--- src/rtl/eviction_write_buffer_nway.sv ---
// Eviction write buffer between the L2 pmem port and physical memory.
// DEPTH-entry circular FIFO of dirty lines. It drains to pmem one line at a
// time and forwards buffered lines to L2 miss reads.
// Optional build macro EWB_COALESCE_EN: a push that hits a buffered line
// overwrites that line in place. The head line is excluded while it is
// being written.

// Per-entry tag comparator. It ignores the line-offset bits, which the
// caller strips before connecting.
module ewb_tag_cmp #(
  parameter int TAG_W = 27
) (
  input  logic             vld,
  input  logic [TAG_W-1:0] tag_a,
  input  logic [TAG_W-1:0] tag_b,
  output logic             match
);
  assign match = vld & (tag_a == tag_b);
endmodule

module eviction_write_buffer_nway #(
  parameter int ADDR_W = 32,
  parameter int LINE_W = 256,
  parameter int DEPTH  = 4
) (
  input  logic                       clk,
  input  logic                       rst,
  input  logic                       evict_valid,
  input  logic [ADDR_W-1:0]          evict_addr,
  input  logic [LINE_W-1:0]          evict_data,
  output logic                       evict_ready,
  input  logic                       rd_req,
  input  logic [ADDR_W-1:0]          rd_addr,
  output logic                       rd_hit,
  output logic [LINE_W-1:0]          rd_hit_data,
  input  logic                       pmem_rd_busy,
  input  logic                       flush,
  output logic                       pmem_write,
  output logic [ADDR_W-1:0]          pmem_address,
  output logic [LINE_W-1:0]          pmem_wdata,
  input  logic                       pmem_resp,
  output logic                       empty,
  output logic [$clog2(DEPTH):0]     count
);
  localparam int OFS   = $clog2(LINE_W/8);
  localparam int TAG_W = ADDR_W - OFS;
  localparam int PW    = $clog2(DEPTH);
  localparam int CW    = PW + 1;

  localparam logic [0:0] ST_IDLE  = 1'b0;
  localparam logic [0:0] ST_WRITE = 1'b1;

  logic [DEPTH-1:0]             ent_vld;
  logic [DEPTH-1:0][ADDR_W-1:0] ent_addr;
  logic [DEPTH-1:0][LINE_W-1:0] ent_data;
  logic [PW-1:0]                head, tail;
  logic [CW-1:0]                cnt;
  logic [0:0]                   st;

  logic [DEPTH-1:0] rd_m;
  logic             rd_hit_c;
  logic [PW-1:0]    rd_sel, rd_idx;
  logic             co_hit;
  logic             push, alloc, pop;

  // rd_req only qualifies the L2's own use of rd_hit; low address bits are don't-care
  logic unused_sink;
  assign unused_sink = &{1'b0, rd_req, rd_addr[OFS-1:0]};

  // One read-forwarding comparator per entry
  for (genvar g = 0; g < DEPTH; g++) begin : g_rd_cmp
    ewb_tag_cmp #(.TAG_W(TAG_W)) u_rd_cmp (
      .vld   (ent_vld[g]),
      .tag_a (ent_addr[g][ADDR_W-1:OFS]),
      .tag_b (rd_addr[ADDR_W-1:OFS]),
      .match (rd_m[g])
    );
  end

  // Walk oldest->newest so the newest matching entry is the last one kept
  always_comb begin
    rd_hit_c = 1'b0;
    rd_sel   = '0;
    rd_idx   = '0;
    for (int k = 0; k < DEPTH; k++) begin
      rd_idx = head + PW'(k);
      if (rd_m[rd_idx]) begin
        rd_hit_c = 1'b1;
        rd_sel   = rd_idx;
      end
    end
  end

`ifdef EWB_COALESCE_EN
  logic [DEPTH-1:0] ev_m;
  logic [PW-1:0]    co_sel, co_idx;

  for (genvar g = 0; g < DEPTH; g++) begin : g_ev_cmp
    ewb_tag_cmp #(.TAG_W(TAG_W)) u_ev_cmp (
      .vld   (ent_vld[g]),
      .tag_a (ent_addr[g][ADDR_W-1:OFS]),
      .tag_b (evict_addr[ADDR_W-1:OFS]),
      .match (ev_m[g])
    );
  end

  // Newest coalesce target; the head line being written must stay stable
  always_comb begin
    co_hit = 1'b0;
    co_sel = '0;
    co_idx = '0;
    for (int k = 0; k < DEPTH; k++) begin
      co_idx = head + PW'(k);
      if (ev_m[co_idx] && !(co_idx == head && st == ST_WRITE)) begin
        co_hit = 1'b1;
        co_sel = co_idx;
      end
    end
  end
`else
  assign co_hit = 1'b0;
`endif

  // Ready comes from the registered count only, so a same-cycle pop never frees a slot early
  assign evict_ready = rst | (cnt < CW'(DEPTH)) | co_hit;
  assign push        = evict_valid & evict_ready & ~rst;
  assign alloc       = push & ~co_hit;
  assign pop         = (st == ST_WRITE) & pmem_resp;

  assign pmem_write   = ~rst & (st == ST_WRITE);
  assign pmem_address = ent_addr[head];
  assign pmem_wdata   = ent_data[head];
  assign rd_hit       = ~rst & rd_hit_c;
  assign rd_hit_data  = rd_hit ? ent_data[rd_sel] : '0;
  assign empty        = rst | (cnt == '0);
  assign count        = rst ? '0 : cnt;

  // FIFO storage, pointers and occupancy
  always_ff @(posedge clk) begin
    if (rst) begin
      ent_vld <= '0;
      head    <= '0;
      tail    <= '0;
      cnt     <= '0;
    end else begin
      if (pop) begin
        ent_vld[head] <= 1'b0;
        head          <= head + 1'b1;
      end
      if (alloc) begin
        ent_vld[tail]  <= 1'b1;
        ent_addr[tail] <= evict_addr;
        ent_data[tail] <= evict_data;
        tail           <= tail + 1'b1;
      end
`ifdef EWB_COALESCE_EN
      if (push && co_hit)
        ent_data[co_sel] <= evict_data;
`endif
      cnt <= cnt + CW'(alloc) - CW'(pop);
    end
  end

  // Drain FSM: one line per WRITE; after each completion it spends at least one cycle in IDLE
  always_ff @(posedge clk) begin
    if (rst) begin
      st <= ST_IDLE;
    end else begin
      case (st)
        ST_IDLE:  if (cnt != '0 && (!pmem_rd_busy || flush)) st <= ST_WRITE;
        ST_WRITE: if (pmem_resp) st <= ST_IDLE;
        default:  st <= ST_IDLE;
      endcase
    end
  end

`ifndef SYNTHESIS
  // A push offered while not ready is dropped; flag it as an L2 protocol error
  always @(posedge clk)
    if (!rst)
      assert (!(evict_valid && !evict_ready))
        else $warning("ewb: evict_valid while not ready, line dropped");
`endif

endmodule

--- config.mk ---
export PLATFORM = sky130hd
export DESIGN_NAME = eviction_write_buffer_nway
export DESIGN_NICKNAME = d
export VERILOG_FILES = /design/src/rtl/eviction_write_buffer_nway.sv
export SDC_FILE = /design/constraint.sdc
export NUM_CORES = 2
export LEC_CHECK = 0
export CAP_MARGIN = 40
export CORE_AREA = 2 2 343 345
export DETAILED_ROUTE_END_ITERATION = 6
export DIE_AREA = 0 0 345 347
export HOLD_SLACK_MARGIN = 0.15
export PLACE_DENSITY = 0.68
export SYNTH_ARGS = -nofsm -noshare
export SYNTH_HDL_FRONTEND = slang
export SYNTH_SLANG_ARGS = --single-unit
--- constraint.sdc ---
create_clock -name clk -period 11.2 [get_ports clk]
set_clock_uncertainty 0.15 [all_clocks]
set_input_delay 2.24 -clock clk [delete_from_list [all_inputs] [get_ports clk]]
set_output_delay 2.24 -clock clk [all_outputs]
set_load 0.01 [all_outputs]
### Close-up of the layout

Window x 246 to 271, y 248 to 273 um. Cells in grey, sequential cells in the stronger grey; small squares are vias.
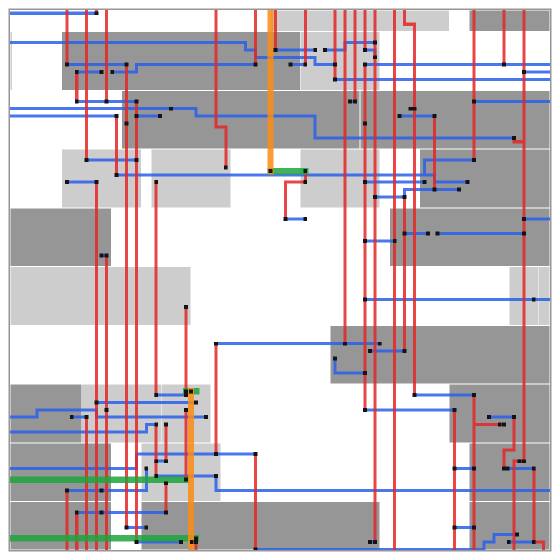
Key: met3 = green; met4 = orange; met2 = red; met1 = blue
16 logic cells have their middle in the window. Netlist names of flops here include ent_data (7). Most frequent: edfxtp_1 (7), mux2i_1 (3), clkdlybuf4s50_1 (3). Sequential cells in the window: 7.

### Routing congestion map

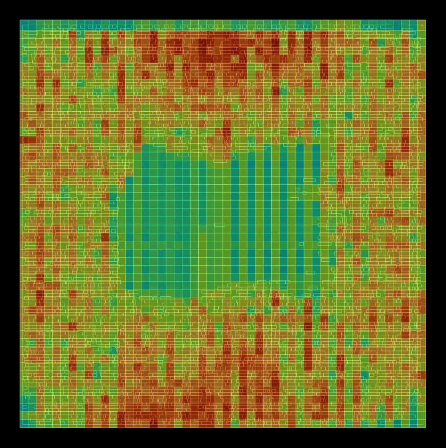
grt met3 use: 0.0758
Final Util: 0.562
GR Layer Usage met1: 0.259

### Met1 routing

(1 px per um)
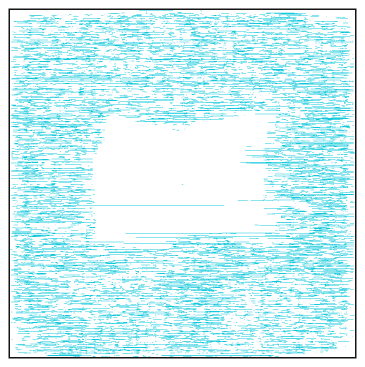
The longest straight run is 161 um. The layer holds 37% of the routed length.
final WL: 137 mm
DR vias: 29200

### Register map, names as in the netlist

(1.5 px per um) Other sequential cells in the stronger grey, the rest of the logic in the fainter grey.
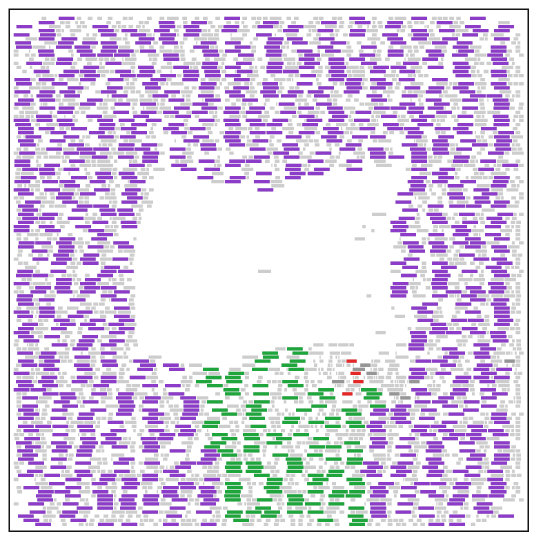
Key: ent_data = purple [sequential cells 1024, where widely spread]; ent_vld = red [sequential cells 4]; ent_addr = green [sequential cells 128, where bottom centre]
Reg area: 0.0348 sq mm
sequential power: 5140 uW

==> impl_metrics.py <==
# Flow results
metrics = {
    "final_timing": {
        "post-route-period-util": 0.848,
        "drv_slew": 0,
        "worst_slew_pin_slew_ps": 1180,
    },
    "cells_and_area": {
        "buffers_excl_clock": 919,
        "nonClkBufAreaFrac": 0.145,
        "area_delta_synth_final_pct": 27.0,
        "comb_area_sq_mm": 0.0150,
        "logic_gate_count": 1267,
    },
    "synthesis": {
        "topCombFamilyByArea": "multiplexers",
        "ys.flops": 1164,
        "adder_share": 0.00283,
        "synth.cell_area_sq_mm": 0.0512,
        "yosys-stat-area_sq_mm": 0.0512,
    },
    "floorplan": {
        "num_rows": 125,
    },
    "cts": {
        "postCtsSetupBuffers": 0,
        "cts_max_path_buffers": 3,
        "cts_buffers": 119,
    },
    "drt": {
        "drc": 0,
        "dr.pass1.iters": 5,
        "wl_met1_mm": 50.3,
    },
    "critical_path": {
        "crit_start": "rd_addr[5]",
        "reg2reg_from": "cnt[2]",
        "worstPathMaxFanout": 69,
        "critical_path.cell_chain": "clkdlybuf4s50_1 -> xnor2_1 -> nand4_1 -> nor4_1 -> nand4_1 -> o21ai_0 -> a31oi_1 -> a2111oi_4 -> buf_12 -> buf_4 -> mux2i_1 -> o22ai_1 -> clkdlybuf4s50_1",
        "cp_num_cells": 13,
    },
    "hold_path": {
        "worstHoldPathCells": 1,
        "worst_hold_path.endpoint": "ent_vld[0]",
        "holdCritPathClass": "flop to flop",
    },
    "placement": {
        "io_buffers": 871,
    },
    "grt": {
        "overflow": 0,
    },
    "outcome": {
        "outcome": "complete, no violations",
    },
}
routing by layer:
metal	up-vias	track usage
met1	15200	0.259
met4	20	0.0727
li1	12800	-
met5	-	0
met2	1018	0.385
met3	211	0.0758
worst reg2reg max path, stage by stage, from the launching register on:
cell and delay (ps):
dfxtp_1 330, nor2b_1 460, and3_4 820, buf_12 530
stage by stage:
step	util	cell area (sq um)	hold slack [ps]	cells	setup WS, ps
after floorplan	-	51200	311	2628	1140
after global placement	0.527	61000	390	4878	1750
after detailed placement	0.529	61200	390	4886	1740
after CTS	0.561	65000	413	5107	1750
after global routing	0.562	65000	422	5120	1490
final	0.562	65000	416	5121	1710
cells in the mapped netlist (all sizes together):
cell	n	area share
a2111oi	1	0.00029
a211o	1	0.00017
a21oi	3	0.00029
a311oi	1	0.00017
a31o	4	0.00068
a31oi	1	0.00012
and2	4	0.00049
and3	4	0.00049
buf	104	0.020
clkbuf	81	0.0062
dfxtp	12	0.0047
edfxtp	1152	0.68
fa	1	0.00039
ha	10	0.0024
inv	12	0.00088
mux2i	516	0.10
mux4	288	0.13
nand2	5	0.00037
nand4	20	0.0024
nor2	11	0.00081
nor2b	5	0.00061
nor3	2	0.00020
nor3b	1	0.00015
nor4	16	0.0020
o211ai	1	0.00015
o21ai	3	0.00029
o22ai	256	0.033
o31a	1	0.00017
xnor2	63	0.011
xor2	49	0.0084
report_power, final:
group | switching (uW) | internal [uW] | leakage (uW)
logic | 857 | 943 | 0.0113
registers | 100 | 5040 | 0.0105
clock network | 1620 | 2170 | 0.00181
total | 2570 | 8150 | 0.0237
registers in the layout, summed over array words and instances (netlist names):
register and count:
ent_addr 128, head 2, tail 2, cnt 3, ent_vld 4, st 1, ent_data 1024
Power figures rest on the tool's default switching activity, not on a simulated workload.
